### Wiring by layer, run 1

(6 px per um) Two of the layers only.
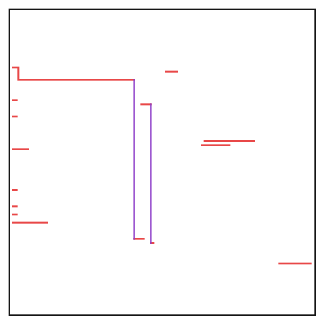
### Logic cells by family, run 1

(8 px per um)
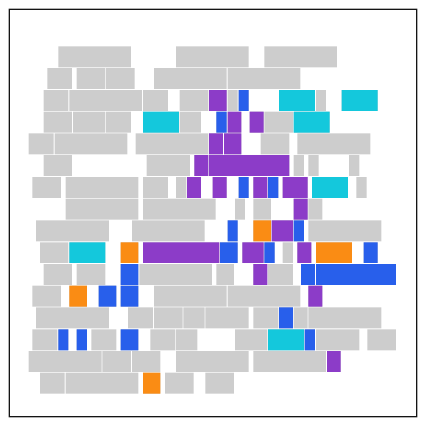
### Pin map, run 1

(8 px per um) Pins as bars across the die edge, other pins in gray.
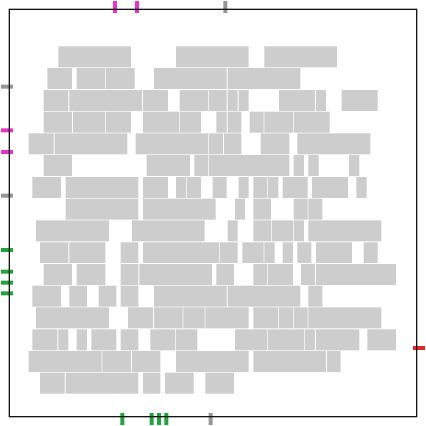
### Clock routing, run 1

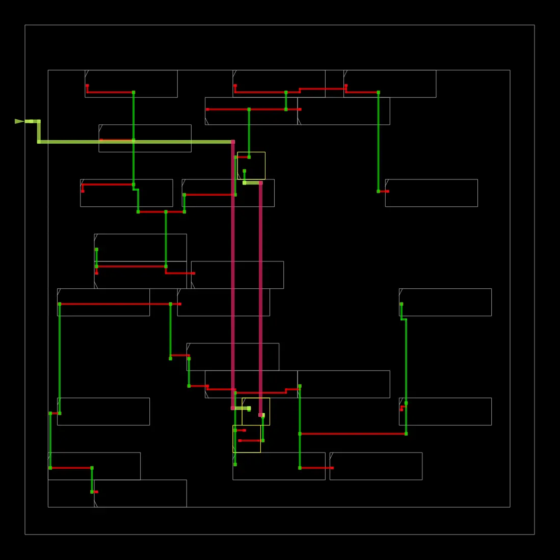
$ cat src/rtl/ofs_rst_seq_pkg.sv
// Shared types and default parameters for the reset sequencer.
package ofs_rst_seq_pkg;

  typedef enum logic [1:0] {
    WAIT_LOCK,
    RELEASE,
    RUN
  } rst_seq_state_e;

  localparam int DEF_NUM_STAGES  = 4;
  localparam int DEF_LOCK_FILTER = 8;
  localparam int DEF_HOLD_CYCLES = 16;
  localparam int DEF_LOSS_CNT_W  = 8;

  function automatic int max_int(input int a, input int b);
    return (a > b) ? a : b;
  endfunction

endpackage

$ cat src/rtl/ofs_rst_seq_if.sv
// Lock/abort inputs and staged reset outputs of the reset sequencer.
interface ofs_rst_seq_if #(
  parameter int NUM_STAGES = ofs_rst_seq_pkg::DEF_NUM_STAGES,
  parameter int LOSS_CNT_W = ofs_rst_seq_pkg::DEF_LOSS_CNT_W
);

  logic                  pll_locked;
  logic                  soft_rst;
  logic [NUM_STAGES-1:0] stage_rst_n;
  logic                  seq_done;
  logic [LOSS_CNT_W-1:0] lock_loss_cnt;

  modport master (
    output pll_locked,
    output soft_rst,
    input  stage_rst_n,
    input  seq_done,
    input  lock_loss_cnt
  );

  modport slave (
    input  pll_locked,
    input  soft_rst,
    output stage_rst_n,
    output seq_done,
    output lock_loss_cnt
  );

endinterface

$ cat src/rtl/ofs_rst_seq_sync.sv
// Two-flop synchronizer for asynchronous status inputs; clears to 0 on reset.
module ofs_rst_seq_sync #(
  parameter int WIDTH = 1
) (
  input  logic             clk,
  input  logic             rst_n,
  input  logic [WIDTH-1:0] async_in,
  output logic [WIDTH-1:0] sync_out
);

  logic [WIDTH-1:0] meta;

  always_ff @(posedge clk or negedge rst_n) begin
    if (!rst_n) begin
      meta     <= '0;
      sync_out <= '0;
    end else begin
      meta     <= async_in;
      sync_out <= meta;
    end
  end

endmodule

$ cat src/rtl/ofs_rst_seq.sv
// Ordered subsystem reset release gated by a filtered PLL lock.
//   state     | meaning
//   WAIT_LOCK | all stages held; counting consecutive synchronized-lock cycles
//   RELEASE   | stages released one at a time, HOLD_CYCLES apart
//   RUN       | all stages released, seq_done high; outputs steady
module ofs_rst_seq
  import ofs_rst_seq_pkg::*;
#(
  parameter int NUM_STAGES  = DEF_NUM_STAGES,
  parameter int LOCK_FILTER = DEF_LOCK_FILTER,
  parameter int HOLD_CYCLES = DEF_HOLD_CYCLES,
  parameter int LOSS_CNT_W  = DEF_LOSS_CNT_W
) (
  input  logic         clk,
  input  logic         rst_n,
  ofs_rst_seq_if.slave bus
);

  localparam int CNT_W = $clog2(max_int(LOCK_FILTER, HOLD_CYCLES)) + 1;
  localparam int IDX_W = (NUM_STAGES > 1) ? $clog2(NUM_STAGES) : 1;

  localparam logic [CNT_W-1:0] FILT_LAST = CNT_W'(LOCK_FILTER - 1);
  localparam logic [CNT_W-1:0] HOLD_LAST = CNT_W'(HOLD_CYCLES - 1);
  localparam logic [IDX_W-1:0] IDX_LAST  = IDX_W'(NUM_STAGES - 1);

  rst_seq_state_e        state_q, state_d;
  logic [CNT_W-1:0]      cnt_q, cnt_d;
  logic [IDX_W-1:0]      idx_q, idx_d;
  logic [NUM_STAGES-1:0] stage_q, stage_d;
  logic                  done_q, done_d;
  logic [LOSS_CNT_W-1:0] loss_q, loss_d;
  logic                  locked_s;
  logic                  abort;

  ofs_rst_seq_sync #(.WIDTH(1)) u_sync (
    .clk      (clk),
    .rst_n    (rst_n),
    .async_in (bus.pll_locked),
    .sync_out (locked_s)
  );

  always_ff @(posedge clk or negedge rst_n) begin
    if (!rst_n) begin
      state_q <= WAIT_LOCK;
      cnt_q   <= '0;
      idx_q   <= '0;
      stage_q <= '0;
      done_q  <= 1'b0;
      loss_q  <= '0;
    end else begin
      state_q <= state_d;
      cnt_q   <= cnt_d;
      idx_q   <= idx_d;
      stage_q <= stage_d;
      done_q  <= done_d;
      loss_q  <= loss_d;
    end
  end

  always_comb begin
    state_d = state_q;
    cnt_d   = cnt_q;
    idx_d   = idx_q;
    stage_d = stage_q;
    done_d  = done_q;
    loss_d  = loss_q;
    abort   = (state_q != WAIT_LOCK) && (!locked_s || bus.soft_rst);

    // Abort outranks any release or advance due in the same cycle.
    if (abort) begin
      state_d = WAIT_LOCK;
      cnt_d   = '0;
      idx_d   = '0;
      stage_d = '0;
      done_d  = 1'b0;
      if (!locked_s && (loss_q != '1))
        loss_d = loss_q + LOSS_CNT_W'(1);
    end else begin
      unique case (state_q)
        WAIT_LOCK: begin
          if (!locked_s || bus.soft_rst) begin
            cnt_d = '0;
          end else if (cnt_q == FILT_LAST) begin
            state_d = RELEASE;
            stage_d = NUM_STAGES'(1);
            idx_d   = '0;
            cnt_d   = '0;
          end else begin
            cnt_d = cnt_q + CNT_W'(1);
          end
        end
        RELEASE: begin
          if (cnt_q == HOLD_LAST) begin
            cnt_d = '0;
            if (idx_q < IDX_LAST) begin
              idx_d   = idx_q + IDX_W'(1);
              // Released bits form a contiguous run from bit 0, so shifting in a 1 frees bit idx+1.
              stage_d = (stage_q << 1) | NUM_STAGES'(1);
            end else begin
              state_d = RUN;
              done_d  = 1'b1;
            end
          end else begin
            cnt_d = cnt_q + CNT_W'(1);
          end
        end
        RUN: begin
          state_d = RUN;
        end
        default: begin
          state_d = WAIT_LOCK;
        end
      endcase
    end
  end

  assign bus.stage_rst_n   = stage_q;
  assign bus.seq_done      = done_q;
  assign bus.lock_loss_cnt = loss_q;

endmodule

$ cat src/flat_wrapper.sv
// flat-port wrapper written by rule: the top's interface ports become plain ports
module ofs_rst_seq_flat import ofs_rst_seq_pkg::*;
#(
  parameter int NUM_STAGES  = DEF_NUM_STAGES,
  parameter int LOCK_FILTER = DEF_LOCK_FILTER,
  parameter int HOLD_CYCLES = DEF_HOLD_CYCLES,
  parameter int LOSS_CNT_W  = DEF_LOSS_CNT_W
)
  (clk, rst_n, bus_pll_locked, bus_soft_rst, bus_stage_rst_n, bus_seq_done, bus_lock_loss_cnt);
  ofs_rst_seq_if #(.NUM_STAGES(NUM_STAGES), .LOSS_CNT_W(LOSS_CNT_W)) bus_i ();
  input  logic clk;
  input  logic rst_n;
  input wire logic [$bits(bus_i.pll_locked)-1:0] bus_pll_locked;
  input wire logic [$bits(bus_i.soft_rst)-1:0] bus_soft_rst;
  output wire logic [$bits(bus_i.stage_rst_n)-1:0] bus_stage_rst_n;
  output wire logic [$bits(bus_i.seq_done)-1:0] bus_seq_done;
  output wire logic [$bits(bus_i.lock_loss_cnt)-1:0] bus_lock_loss_cnt;
  assign bus_i.pll_locked = bus_pll_locked;
  assign bus_i.soft_rst = bus_soft_rst;
  assign bus_stage_rst_n = bus_i.stage_rst_n;
  assign bus_seq_done = bus_i.seq_done;
  assign bus_lock_loss_cnt = bus_i.lock_loss_cnt;
  ofs_rst_seq #(.NUM_STAGES(NUM_STAGES), .LOCK_FILTER(LOCK_FILTER), .HOLD_CYCLES(HOLD_CYCLES), .LOSS_CNT_W(LOSS_CNT_W)) u_core (.clk(clk), .rst_n(rst_n), .bus(bus_i));
endmodule
$ cat config.mk
export PLATFORM = sky130hd
export DESIGN_NAME = ofs_rst_seq_flat
export DESIGN_NICKNAME = d
export VERILOG_FILES = /design/src/rtl/ofs_rst_seq_pkg.sv /design/src/rtl/ofs_rst_seq_if.sv /design/src/rtl/ofs_rst_seq_sync.sv /design/src/rtl/ofs_rst_seq.sv /design/src/flat_wrapper.sv
export SDC_FILE = /design/constraint.sdc
export NUM_CORES = 1
export LEC_CHECK = 0
export CAP_MARGIN = 40
export CORE_MARGIN = 2
export CORE_UTILIZATION = 57
export DETAILED_ROUTE_END_ITERATION = 12
export PLACE_DENSITY = 0.82
export REMOVE_ABC_BUFFERS = 1
export SYNTH_ARGS = -nofsm -noshare
export SYNTH_HDL_FRONTEND = slang
export SYNTH_SLANG_ARGS = --single-unit
$ cat constraint.sdc
create_clock -name clk -period 5.5 [get_ports clk]
set_input_delay 1.1 -clock clk [delete_from_list [all_inputs] [get_ports clk]]
set_output_delay 1.1 -clock clk [all_outputs]
set_load 0.01 [all_outputs]
==> impl.org, run 1 <==
#+TITLE: Implementation results

** Power
- Summed over all sequential cells, the power is 0.179 mW.
- The leakage component of the power was reported as 0.630 nW.
- The script computed a power per unit cell area of 182 mW/mm^2.
- The internal power of the cells totals 0.209 mW.
- Of the total power, the clock network draws 28.0%.
- Sequential share of power :: 67.4%
- Peak VDD IR :: 170 uV
- Power attributed to the clock group is 0.0744 mW.
- Per the OpenROAD power report, switching power amounts to 0.0570 mW.

** Worst setup path
- R2R setup slack :: 3.30 ns
- Number of buffer and inverter instances along the worst setup path :: 1
- The worst setup path is captured at a flop.
- Crit path launch type :: primary input
- Crit Path Max Fanout :: 10
- Worst path slowest cell :: sky130_fd_sc_hd__clkdlybuf4s50_1
- Critical path depth :: 5
- Cell-by-cell trace of the critical path :: clkdlybuf4s50_1 > nand2b_1 > o21ai_1 > o21ai_0 > mux2_4
- Counting cells, the worst reg-to-reg path comes to 8.
- Termination of the worst setup path :: u_core.idx_q[0]
- The largest single stage delay on the critical path is 0.45 ns.
- Arrival time of the worst setup path :: 2.70 ns
- Reg2Reg Capture Point :: u_core.idx_q[0]
- For the worst setup path, the data required time is 5.71 ns.

** Synth
- Yosys reports that the leading cell type by area covers 48.2% of the netlist area.
- Looking at the gate-level netlist, the highest instance count belongs to sky130_fd_sc_hd__dfrtp_1.
- The Yosys step of the flow raised 0 warnings.
- In this run the mean area of a mapped cell was 11.4 um^2.
- The number of cells reported by Yosys stat comes to 109.
- MUX share of area :: 3.02%

** Drt
- M1 wire length :: 1080 um
- Detailed-route vias per instance :: 5.97
- After detailed routing, the met3 layer carries 57 um of wire.
- Remaining DRCs :: 0
- The highest metal layer carrying signal wires in the routed design is met4.

** Final timing
- Across all hold checks on the routed design, the worst slack comes to 0.373 ns.
- For reference, the final report shows the hold violation count at 0.
- Endpoints with negative setup slack in the final report add up to 0.
- Final Max Tran Viols :: 0
- Setup repair after global routing left no endpoint under its margin.

** Layout
- Per the layout report, the design carries 3 clock buffers.
- Between the synthesized netlist and the finished layout, the area growth was recorded as 17.4%.
- Number of antenna cells inserted :: 0
- Final net count :: 139
- Combinational gate area :: 611 um^2
- Top cell class by occupied area :: combinational gates
- Per the layout report, the design carries 5 non-clock inverters.
- The layout stage reports a final design area of 0.00146 mm^2.
- Share of final layout cell area taken by non-clock buffers :: 12.0%
- Ranking logic cells in the layout by count gives the top entries 24 x sky130_fd_sc_hd__dfrtp_1, 16 x sky130_fd_sc_hd__clkdlybuf4s50_1, 10 x sky130_fd_sc_hd__nand2_1.
- Clock buf/inv share :: 1.54%

** Die
- Number of top-level pins :: 17
- Tap Cells :: 27
- Standard-cell rows :: 16
- Core footprint :: 0.00200 mm^2
- Overall die area :: 0.00257 mm^2

** Global route
- Global route summary, busiest routing layer listed as met2.
- GRT Total Usage :: 21.3%
- Met2 track demand over resource in global routing :: 33.8%
- Number of global-route vias before repair :: 927
- Final global-route overflow total :: 0

** Status
- Run status :: finished clean

** Place
- Routability congestion estimate from global placement :: 0.863
- Area after DPL :: 0.00144 mm^2
- After legalization and detailed placement, the total HPWL measured 1740 um.

** CTS
- After clock tree synthesis, the repair step resized 0 gates.
- Number of levels the H-tree was split into :: 1

** Worst hold path
- Depth of the worst hold-timing path :: 0
- The worst hold path belongs to the class reg -> reg.
Back to the opening pictures, 'Wiring by layer':
legend:
  M4:
    color: purple
    wire_length: 49.6 um
  M3:
    color: red
    wire_length: 57.5 um
vias post-DR: 914
routed len/inst: 15.2 um
aggregate routed wire length: 2320 um

Back to the opening pictures, 'Logic cells by family':
legend:
  fa/ha/maj cells:
    color: cyan
    cells: 7
    most_used: ha_1
  aoi and oai cells:
    color: purple
    cells: 19
    most_used: o21ai_0
  and/or cells:
    color: orange
    cells: 5
    most_used: and3_1
  nand cells:
    color: blue
    cells: 19
    most_used: nand2_1
Cell Count, Final, Fillers Out: 153
most frequent logic cell in the layout: sky130_fd_sc_hd__dfrtp_1
fraction of area in multi-input gates: 41.8%

Back to the opening pictures, 'Pin map':
legend:
  bus_stage_rst_n:
    color: magenta
    pins: 4
    direction: output
    edge: 2 left, 2 top
  bus_lock_loss_cnt:
    color: green
    pins: 8
    direction: output
    edge: 4 left, 4 bottom
  rst_n:
    color: red
    pins: 1
    direction: input
    edge: right
Buffers on Ports: 16
die extent in y: 50.7 um
die span in x: 50.7 um

Back to the opening pictures, 'Clock routing':
insertion delay of the later-clocked pin in the worst-skew pair: 0.30 ns
Setup Skew: 0.00137 ns
Num CTS Buffers: 3
number of flip-flops and latches: 24
number of sinks on the clock net: 24

### Routed clock nets over the placement, run 1

(10 px per um)
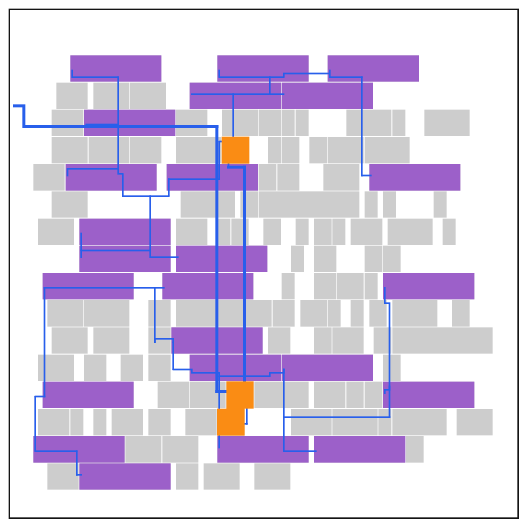

==> run 2, diff against run 1 <==
- CORE_ASPECT_RATIO: unset -> 1.75
- CORE_UTILIZATION: 57 -> 53
- PLACE_DENSITY: 0.82 -> 0.78
- clock period: 5.5 -> 2.3 ns (I/O delays scaled with it)
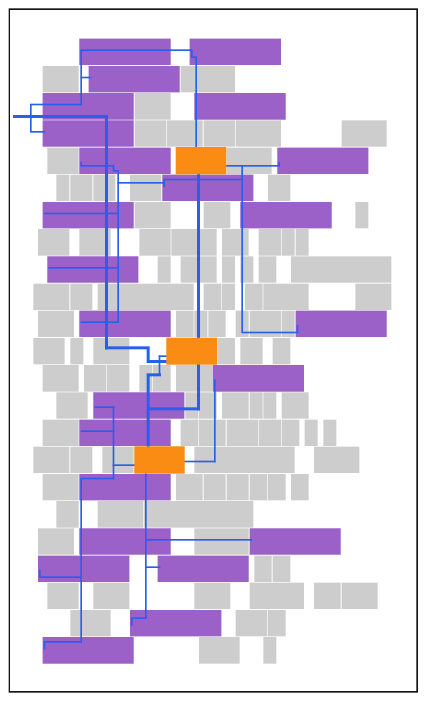
*Routed clock nets over the placement, run 2*
(10 px per um)
legend:
  clock wires:
    color: blue
    length: 303 um
  flip-flops:
    color: purple
    count: 24
  clock-net drivers:
    color: orange
    count: 3
routed clock nets: 4
clock power share: 45.0%
insertion delay of the later-clocked pin in the worst-skew pair: 0.28 ns
Setup Skew: 0.00700 ns

==> run 2 against run 1 <==
  * Synthesized cell count is the same
  * Setup slack got worse by 2.8 ns
  * Largest power group unchanged
  * Sequential power up 140%
  * Register-to-register slack worse by 3.1 ns
==> impl.org, run 2 <==
#+TITLE: Implementation results

** Place
- Buffers on Ports :: 16 (unchanged)
- The routability-driven placement congestion ratio was 0.880 (was 0.863).

** Final timing
- The final count of hold timing violations came to 0 (unchanged).
- The worst hold margin was 0.366 ns (was 0.373 ns).
- RSZ-0062 raised after global routing :: false (unchanged)

** Worst setup path
- Type of element capturing the critical path :: flop (unchanged)
- The largest fanout on the critical path was 6 (was 10).
- Reg2Reg Capture Point :: u_core.idx_q[0] (unchanged)
- The data arrival time of the critical path came to 2.30 ns (was 2.70 ns).
- The worst stage delay on the critical path is 0.39 ns (was 0.45 ns).
- Count of cells along the worst register-to-register path :: 9 (was 8)
- Cell-by-cell trace of the critical path: ha_2 > nand3_1 > inv_1 > ha_1 > nand2_1 > o22ai_1 > o21ai_0 > buf_4 > mux2_4 (was clkdlybuf4s50_1 > nand2b_1 > o21ai_1 > o21ai_0 > mux2_4).
- The required time at the endpoint of the critical path was 2.47 ns (was 5.71 ns).
- The internal reg-to-reg setup slack was 0.17 ns (was 3.30 ns).

** Drt
- Aggregate routed wire length :: 2830 um (was 2320 um)
- The routed via count is 969 (was 914).
- Remaining DRCs :: 0 (unchanged)
- The highest metal layer used by the detailed router was met4 (unchanged).
- The met3 layer wire length in the routed design is 106 um (was 57 um).

** Synth
- Mapped Avg Cell Area :: 11.4 um^2 (unchanged)
- Number of standard cells reported by yosys :: 109 (unchanged)
- The top-area cell type share of the netlist area was 48.2% (unchanged).
- The number of warning messages in the yosys log came to 0 (unchanged).
- MUX share of area :: 3.02% (unchanged)

** Layout
- Combinational gate area :: 613 um^2 (was 611 um^2)
- Share of final layout cell area taken by non-clock buffers :: 12.9% (was 12.0%)
- Non-clock inverter count in the final layout :: 5 (unchanged)
- The number of sequential cells in the layout is 24 (unchanged).
- Layout overhead on the synthesized area :: 23.1% (was 17.4%)
- Post-Layout Inst Area :: 0.00153 mm^2 (was 0.00146 mm^2)
- Top cells excl fill/tap: 24 x sky130_fd_sc_hd__dfrtp_1, 16 x sky130_fd_sc_hd__clkdlybuf4s50_1, 10 x sky130_fd_sc_hd__nand2_1 (unchanged).
- The logic share of the area is 40.0% (was 41.8%).
- Number of antenna cells inserted :: 0 (unchanged)
- Most frequent logic cell in the layout :: sky130_fd_sc_hd__dfrtp_1 (unchanged)
- Clock buf/inv share :: 4.65% (was 1.54%)

** Worst hold path
- Kind of path behind the tightest hold check :: reg -> reg (unchanged)

** Die
- The chip footprint came to 0.00277 mm^2 (was 0.00257 mm^2).
- The placement row count came to 23 (was 16).
- Core footprint :: 0.00224 mm^2 (was 0.00200 mm^2)

** CTS
- Post-CTS resize count :: 0 (unchanged)
- Number of levels the H-tree was split into :: 1 (unchanged)
- The total number of clock tree sinks came to 24 (unchanged).

** Power
- The relative contribution of sequential cells to total power was 51.5% (was 67.4%).
- The power consumed by the clock network came to 0.375 mW (was 0.0744 mW).
- The design internal power came to 0.671 mW (was 0.209 mW).

** Global route
- The via count of the first global-routing pass was 1,033 (was 927).
- The busiest layer in global routing was met2 (unchanged).

** Status
- Run status :: finished clean (unchanged)
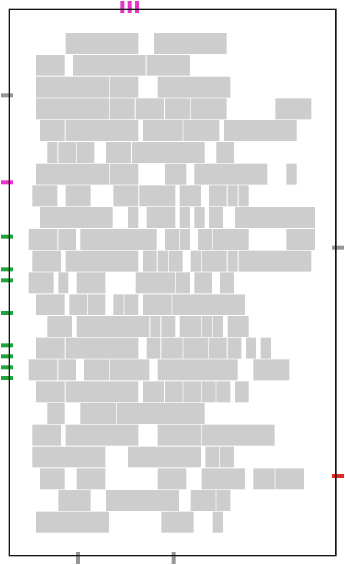
*Pin map, run 2*
(8 px per um) Pins as bars across the die edge, other pins in gray.
legend:
  bus_lock_loss_cnt:
    color: green
    pins: 8
    direction: output
    edge: left
  bus_stage_rst_n:
    color: magenta
    pins: 4
    direction: output
    edge: 3 top, 1 left
  rst_n:
    color: red
    pins: 1
    direction: input
    edge: right
die extent in y: 68.1 um
die span in x: 40.6 um

### Clock routing, run 2

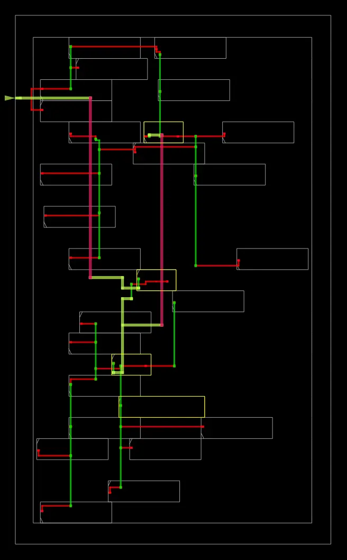

==> run 3, diff against run 2 <==
- CELL_PAD_IN_SITES_DETAIL_PLACEMENT: unset -> 1
- CELL_PAD_IN_SITES_GLOBAL_PLACEMENT: unset -> 1
- CORE_UTILIZATION: 53 -> 42
- PLACE_DENSITY: 0.78 -> unset
- PLACE_DENSITY_LB_ADDON: unset -> 0.1
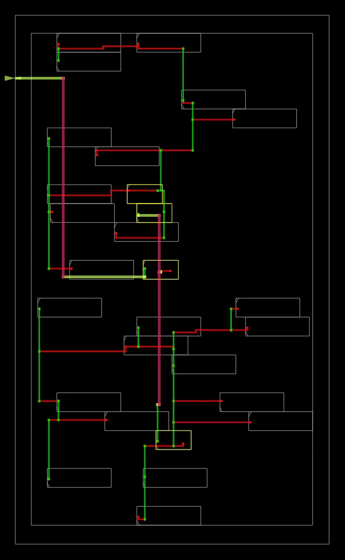
*Clock routing, run 3*
Setup Skew: 0.00286 ns
clock-net power: 0.292 mW

==> run 3 against run 2 <==
  * Critical path depth unchanged
  * Flip-flop count unchanged
  * Synthesized area unchanged
  * Sequential share of layout area unchanged
  * Critical path type unchanged
==> impl.org, run 3 <==
#+TITLE: Implementation results

** Global route
- Final global-route overflow total :: 0 (unchanged)
- Most Used Layer, Global Route :: met2 (unchanged)
- The total routing resource utilization after global routing came to 18.3% (was 25.1%).

** Drt
- The number of vias per cell was 5.81 (was 6.21).
- M1 wire length :: 1090 um (was 993 um)
- The remaining design rule violation count is 0 (unchanged).
- The highest metal layer used by the detailed router is met4 (unchanged).
- Vias post-DR :: 936 (was 969)
- The met3 layer wire length in the routed design came to 59 um (was 106 um).
- The wire length per cell after detailed routing is 17.1 um (was 18.1 um).

** Die
- The chip footprint was 0.00343 mm^2 (was 0.00277 mm^2).
- Core footprint :: 0.00286 mm^2 (was 0.00224 mm^2)
- The well-tap cell count came to 28 (was 25).
- The top-level port count is 17 (unchanged).

** Worst setup path
- The destination of the worst register-to-register timing path was u_core.idx_q[0] (unchanged).
- Arrival time of the worst setup path :: 2.09 ns (was 2.30 ns)
- Termination of the worst setup path :: u_core.idx_q[0] (unchanged)
- The worst-case reg-to-reg path depth came to 9 (unchanged).
- The buffer-and-inverter tally for the worst setup path is 2 (unchanged).
- The internal reg-to-reg setup slack came to 0.37 ns (was 0.17 ns).

** Worst hold path
- Depth of the worst hold-timing path :: 0 (unchanged)
- Kind of path behind the tightest hold check :: reg -> reg (unchanged)

** Final timing
- The final count of hold timing violations was 0 (unchanged).

** CTS
- Number of sinks on the clock net :: 24 (unchanged)
- Post-CTS resize count :: 0 (unchanged)
- The source-to-sink clock delay at the later pin of the worst-skew pair was 0.27 ns (was 0.28 ns).

** Power
- The relative contribution of sequential cells to total power was 57.1% (was 51.5%).
- The relative contribution of the clock network to total power is 38.8% (was 45.0%).
- Internal Dissipation :: 0.591 mW (was 0.671 mW)

** Layout
- Number of antenna cells inserted :: 0 (unchanged)
- Top cell class by occupied area :: combinational gates (unchanged)
- The most used logic cell in the final layout was sky130_fd_sc_hd__dfrtp_1 (unchanged).
- The multi-input logic area is 611 um^2 (was 613 um^2).
- Final-layout clock buffer total :: 4 (was 3)
- Cell Count, Final, Fillers Out :: 161 (was 156)
- Post-Layout Inst Area :: 0.00153 mm^2 (unchanged)
- Top cells excl fill/tap: 24 x sky130_fd_sc_hd__dfrtp_1, 16 x sky130_fd_sc_hd__clkdlybuf4s50_1, 10 x sky130_fd_sc_hd__nand2_1 (unchanged).
- The fraction of area in clock buffers and inverters came to 3.59% (was 4.65%).
- Final net count :: 145 (was 143)

** Synth
- The top-area cell type share of the netlist area was 48.2% (unchanged).
- The mean cell area of the mapped netlist came to 11.4 um^2 (unchanged).
- Synthesis Warnings :: 0 (unchanged)
- The mux contribution to synthesized area is 3.02% (unchanged).
- The cell count listed in synth_stat.txt came to 109 (unchanged).

** Place
- Area after DPL :: 0.00148 mm^2 (was 0.00146 mm^2)

** Status
- Run status :: finished clean (unchanged)
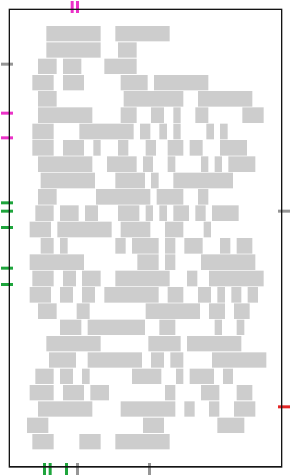
*Pin map, run 3*
(6 px per um) Pins as bars across the die edge, other pins in gray.
die span in x: 45.2 um
die extent in y: 76.0 um

Power is estimated from default activity; no workload was simulated.
